--- config.mk ---
export PLATFORM = sky130hd
export DESIGN_NAME = keypad_scan
export DESIGN_NICKNAME = d
export VERILOG_FILES = /design/src/rtl/keypad_pkg.sv /design/src/rtl/sync2.sv /design/src/rtl/keypad_scan.sv
export SDC_FILE = /design/constraint.sdc
export NUM_CORES = 1
export LEC_CHECK = 0
export CAP_MARGIN = 0
export CORE_MARGIN = 10
export CORE_UTILIZATION = 40
export CTS_BUF_LIST = sky130_fd_sc_hd__clkbuf_16
export CTS_CLUSTER_DIAMETER = 80
export DETAILED_ROUTE_END_ITERATION = 10
export PLACE_DENSITY = 0.59
export SLEW_MARGIN = 20
export SYNTH_ARGS = -nofsm -noshare
export SYNTH_HDL_FRONTEND = slang
export SYNTH_SLANG_ARGS = --single-unit
export TNS_END_PERCENT = 5
--- constraint.sdc ---
create_clock -name clk_i -period 6.7 [get_ports clk_i]
set_clock_uncertainty 0.1 [all_clocks]
set_input_delay 2.01 -clock clk_i [delete_from_list [all_inputs] [get_ports clk_i]]
set_output_delay 2.01 -clock clk_i [all_outputs]
set_load 0.005 [all_outputs]
--- src/rtl/keypad_pkg.sv ---
// Shared types and constants for the 4x4 keypad scanner: FSM states, key map and column drive.
package keypad_pkg;

  typedef enum logic [1:0] {
    StScan,
    StPressDb,
    StHold,
    StRelDb
  } state_t;

  // Indexed [row][col]; codes as printed on the keypad legend.
  localparam logic [3:0] KEYMAP [4][4] = '{
    '{4'h1, 4'h2, 4'h3, 4'hA},
    '{4'h4, 4'h5, 4'h6, 4'hB},
    '{4'h7, 4'h8, 4'h9, 4'hC},
    '{4'hE, 4'h0, 4'hF, 4'hD}
  };

  function automatic logic [3:0] col_onehot_n(input logic [1:0] idx);
    return ~(4'b0001 << idx);
  endfunction

endpackage

--- src/rtl/sync2.sv ---
// Two-flop synchronizer for asynchronous level inputs, with a caller-supplied reset value.
module sync2 #(
  parameter int unsigned Width = 4
) (
  input  logic             clk_i,
  input  logic             reset_i,
  input  logic [Width-1:0] rst_val_i,
  input  logic [Width-1:0] d_i,
  output logic [Width-1:0] q_o
);

  logic [Width-1:0] meta_q;
  logic [Width-1:0] sync_q;

  always_ff @(posedge clk_i) begin
    if (reset_i) begin
      meta_q <= rst_val_i;
      sync_q <= rst_val_i;
    end else begin
      meta_q <= d_i;
      sync_q <= meta_q;
    end
  end

  assign q_o = sync_q;

endmodule

--- src/rtl/keypad_scan.sv ---
// 4x4 matrix keypad scanner with press/release debounce; keeps the last two accepted key codes.
module keypad_scan
  import keypad_pkg::*;
#(
  parameter int unsigned SCAN_CYCLES     = 50000,
  parameter int unsigned DEBOUNCE_CYCLES = 100000
) (
  input  logic       clk_i,
  input  logic       reset_i,
  input  logic [3:0] rows_i,
  output logic [3:0] cols_o,
  output logic [3:0] digit_new_o,
  output logic [3:0] digit_old_o,
  output logic       key_valid_o
);

  localparam int unsigned MaxCycles = (SCAN_CYCLES > DEBOUNCE_CYCLES) ? SCAN_CYCLES
                                                                      : DEBOUNCE_CYCLES;
  localparam int unsigned CntW = $clog2(MaxCycles + 1);
  localparam logic [CntW-1:0] ScanLast = CntW'(SCAN_CYCLES - 1);
  localparam logic [CntW-1:0] DebLast  = CntW'(DEBOUNCE_CYCLES - 1);
  localparam logic [CntW-1:0] CntMax   = CntW'(MaxCycles);

  state_t          state_q;
  logic [CntW-1:0] cnt_q;
  logic [1:0]      col_idx_q;
  logic [1:0]      row_idx_q;
  logic [3:0]      cols_q;
  logic [3:0]      digit_new_q;
  logic [3:0]      digit_old_q;
  logic            key_valid_q;

  logic [3:0]      rows_s;
  logic [CntW-1:0] cnt_inc;
  logic [1:0]      col_nxt;
  logic [1:0]      first_row;
  logic            any_low;
  logic            row_hi;

  sync2 #(
    .Width (4)
  ) u_sync2 (
    .clk_i     (clk_i),
    .reset_i   (reset_i),
    .rst_val_i (4'b1111),
    .d_i       (rows_i),
    .q_o       (rows_s)
  );

  assign cnt_inc = (cnt_q == CntMax) ? cnt_q : cnt_q + CntW'(1);
  assign col_nxt = col_idx_q + 2'd1;
  assign any_low = ~&rows_s;
  assign row_hi  = rows_s[row_idx_q];

  // Lowest-index low row wins when several rows are pulled down in the same column.
  always_comb begin
    first_row = 2'd0;
    for (int i = 3; i >= 0; i--) begin
      if (!rows_s[i]) first_row = 2'(i);
    end
  end

  always_ff @(posedge clk_i) begin
    if (reset_i) begin
      state_q     <= StScan;
      cnt_q       <= '0;
      col_idx_q   <= 2'd0;
      row_idx_q   <= 2'd0;
      cols_q      <= 4'b1110;
      digit_new_q <= 4'h0;
      digit_old_q <= 4'h0;
      key_valid_q <= 1'b0;
    end else begin
      key_valid_q <= 1'b0;
      unique case (state_q)
        StScan: begin
          if (cnt_q == ScanLast) begin
            cnt_q <= '0;
            if (any_low) begin
              row_idx_q <= first_row;
              state_q   <= StPressDb;
            end else begin
              col_idx_q <= col_nxt;
              cols_q    <= col_onehot_n(col_nxt);
            end
          end else begin
            cnt_q <= cnt_inc;
          end
        end
        StPressDb: begin
          if (!row_hi) begin
            if (cnt_q == DebLast) begin
              digit_old_q <= digit_new_q;
              digit_new_q <= KEYMAP[row_idx_q][col_idx_q];
              key_valid_q <= 1'b1;
              state_q     <= StHold;
            end else begin
              cnt_q <= cnt_inc;
            end
          end else begin
            // Bounce: abandon this key and move on as if the column were empty.
            cnt_q     <= '0;
            col_idx_q <= col_nxt;
            cols_q    <= col_onehot_n(col_nxt);
            state_q   <= StScan;
          end
        end
        StHold: begin
          if (row_hi) begin
            cnt_q   <= '0;
            state_q <= StRelDb;
          end
        end
        StRelDb: begin
          if (row_hi) begin
            if (cnt_q == DebLast) begin
              cnt_q     <= '0;
              col_idx_q <= col_nxt;
              cols_q    <= col_onehot_n(col_nxt);
              state_q   <= StScan;
            end else begin
              cnt_q <= cnt_inc;
            end
          end else begin
            state_q <= StHold;
          end
        end
        default: state_q <= StScan;
      endcase
    end
  end

  assign cols_o      = cols_q;
  assign digit_new_o = digit_new_q;
  assign digit_old_o = digit_old_q;
  assign key_valid_o = key_valid_q;

endmodule
==> results.toml <==
# yosys + openroad results
[clock_network]
cts_post_setup_buffers_inserted = 0
cts.reportedPaths.clkPinSlew_ns = 0.06
worst_skew_pair.late_latency_ns = 0.28
ctsRootBufferMaster = "sky130_fd_sc_hd__clkbuf_16"
cts_htree_levels = 2
post_cts_resized = 0
cts_hold_buf = 0
numClockSinks = 44

[yosys]
synth_cell_types = 58
post-synth-top-count-cell = "sky130_fd_sc_hd__dfxtp_1"
edf_count = 0
adder_share_pct = 3.30
postSynthSeqShare_pct = 38.7
postSynth.asyncResetShare_pct = 0
synth-main-ff-cell = "sky130_fd_sc_hd__dfxtp_1"
yosysCellCount = 241
yosys_warnings = 0
synth_area_per_cell_sq_um = 9.44
synth-compound-area-share_pct = 16.7
synth-seq-cells = 44
synth.logic.top_family = "simple AND/OR/NAND/NOR gates"
mux_area_share_pct = 6.38
synthSimpleGateAreaFrac_pct = 25.4
ranking_of_synthesized_cells_by_instance_count = "sky130_fd_sc_hd__dfxtp_1, sky130_fd_sc_hd__nor2_1, sky130_fd_sc_hd__inv_1"

[layout]
layout_top_cells_excl_fill_tap = "sky130_fd_sc_hd__dfxtp_1, sky130_fd_sc_hd__nor2_1, sky130_fd_sc_hd__clkdlybuf4s50_1"
most_frequent_standard_cell_in_the_layout_excluding_fill_and_tap_cells = "sky130_fd_sc_hd__dfxtp_1"
layout.filler_cells = 510
antennaDiodeCount = 0
nets = 268

[power]
power_density_mw_per_mm2 = 212
vdd.ir_drop.worst_v = 0.000109
total_leakage_power_nw = 0.976

[setup_path]
worst_ep_required_time_ns = 6.72
crit_end = "cnt_q[0]"
reg2reg_to = "cnt_q[0]"
r2r_start = "cnt_q[11]"
setup.worst_path.start_class = "primary input"
setup.worst_path.end_class = "flop"
timing.critical_path.fanout_max = 32

[hold_path]
hold_path_depth = 1

[global_routing]
grt_pass1_vias = 1550
groute.usage.overall_pct = 10.0
grt_antenna_before_repair = 0

[floorplanning]
core.rowCount = 27
pin_count = 19
fp.dieH_microns = 95.4
floorplanUtilization_pct = 41.3
fp.dieArea_sq_mm = 0.00910

[sta]
sum_of_negative_setup_slack_ns = 0
relSlewSlack_pct = 39.5
final-hold-violation-count = 0
tightest_slew_ns = 0.907
post-route-period-util_pct = 48.8
rsz0062_at_grt = "no"

[placement]
place_inst = 321
gpl.final_weighted_congestion = 0.827
placed_wire_length_estimate_mm = 3.04
placement.cell_area_sq_mm = 0.00248
port_buffers = 18

[route]
post-route-drc-count = 0
drt_iter0_drc = 118
wirelength_met1_mm = 2.27
drt_pass1_iterations = 4
route.top_layer_used = "met4"
route.vias.total = 1722
postRouteAntennaNets = 0

[flow_run]
log.warning_count = 30

[run_status]
outcome = "finished clean"
## worst max-delay path, stage by stage
cell and delay (ns):
sky130_fd_sc_hd__clkdlybuf4s50_1 0.45, sky130_fd_sc_hd__buf_4 0.31, sky130_fd_sc_hd__inv_1 0.17, sky130_fd_sc_hd__o31ai_4 0.25
sky130_fd_sc_hd__a21oi_1 0.09
## flip-flops by register name (all words and copies together) (netlist names), named ones only
signal,count
col_idx_q,2
u_sync2.q_o,4
digit_new_o,4
state_q,1
digit_old_o,4
cnt_q,17
key_valid_o,1
u_sync2.meta_q,4
row_idx_q,2
cols_o,4
## cell type report
class	count	area [sq um]	share of cell area [%]
inverters	12	45.0	1.70
multi-input cells	174	1270	48.2
well taps	72	90.1	3.40
clock buffers	5	125	4.73
repair buffers	19	188	7.09
clock inverters	3	42.5	1.61
flip-flops and latches	44	881	33.3
## stage by stage
stage / hold slack (ns) / power [mW] / setup slack [ns] / util (%)
floorplan: 0.289 / 0.287 / 3.88 / -
global placement: 0.292 / 0.293 / 3.17 / 45.0
global route: 0.321 / 0.582 / 3.35 / 48.1
finish: 0.306 / 0.562 / 3.43 / 48.1
CTS: 0.307 / 0.569 / 3.43 / 48.1
detailed placement: 0.293 / 0.293 / 3.14 / 45.0
## power breakdown
group | switching, mW | leakage (nW) | internal, mW | total (mW)
sequential | 0.00316 | 0.357 | 0.265 | 0.269
clock | 0.0995 | 0.0814 | 0.175 | 0.275
combinational | 0.0102 | 0.538 | 0.00830 | 0.0185
total | 0.113 | 0.976 | 0.449 | 0.562
## metal layers
layer	GRT usage (%)	up-vias
met5	0	-
met4	4.05	0
met3	2.83	4
met2	14.8	22
met1	13.5	806
li1	-	890
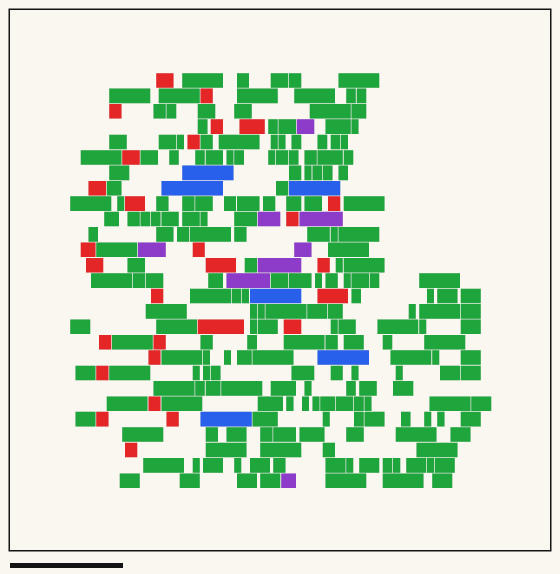
Fig. 1. Drive-strength map.
Bar = 20 microns.
drive 1 or less: marked green, cells 215, share 84%. drive 6 and up: marked blue, cells 6, share 2.3%. drive 2: marked red, cells 28, share 11%. drive 3 to 4: marked purple, cells 8, share 3.1%.
buffers outside the clock class: 19
area of all placed cells without fillers: 0.00265 sq mm

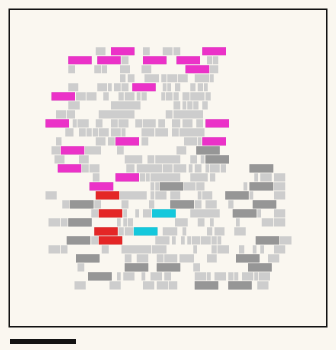
Fig. 2. Sequential cells coloured by netlist name.
Bar = 20 microns. Other sequential cells in the stronger grey, the rest of the logic in the fainter grey.
u_sync2.q_o: marked red, sequential cells 4. row_idx_q: marked cyan, sequential cells 2. cnt_q: marked magenta, sequential cells 17.
Another 21 sequential cells are not coloured.
sequential share of cell area: 33.3%
Flop area: 881 sq um
share of the core filled with cells in the final layout: 48.1%
power drawn by the sequential cells: 0.269 mW

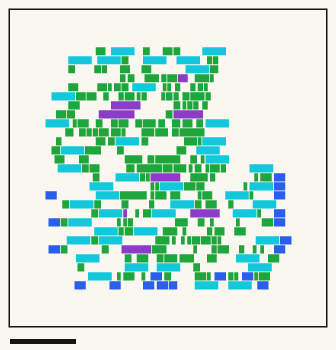
Fig. 3. Cell classes on the final placement.
Bar = 20 microns.
flip-flops: marked cyan, cells 44. clock drivers and dummy loads: marked purple, cells 8. other buffers and delay cells: marked blue, cells 19. all other logic: marked green, cells 186.

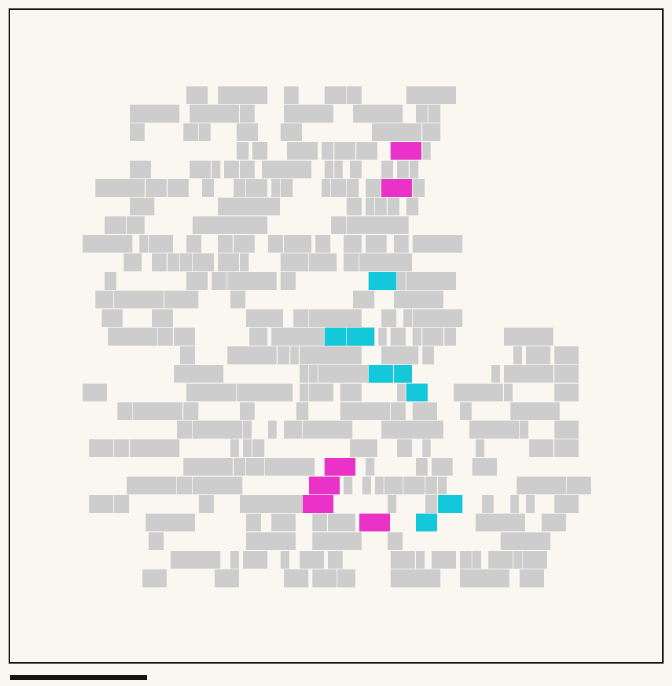
Fig. 4. Gate-type map.
Bar = 20 microns.
AND-OR and OR-AND gates: marked cyan, cells 8, where centre. adder and majority cells: marked magenta, cells 6, most used ha_1.

Power and IR drop assume default switching activity.
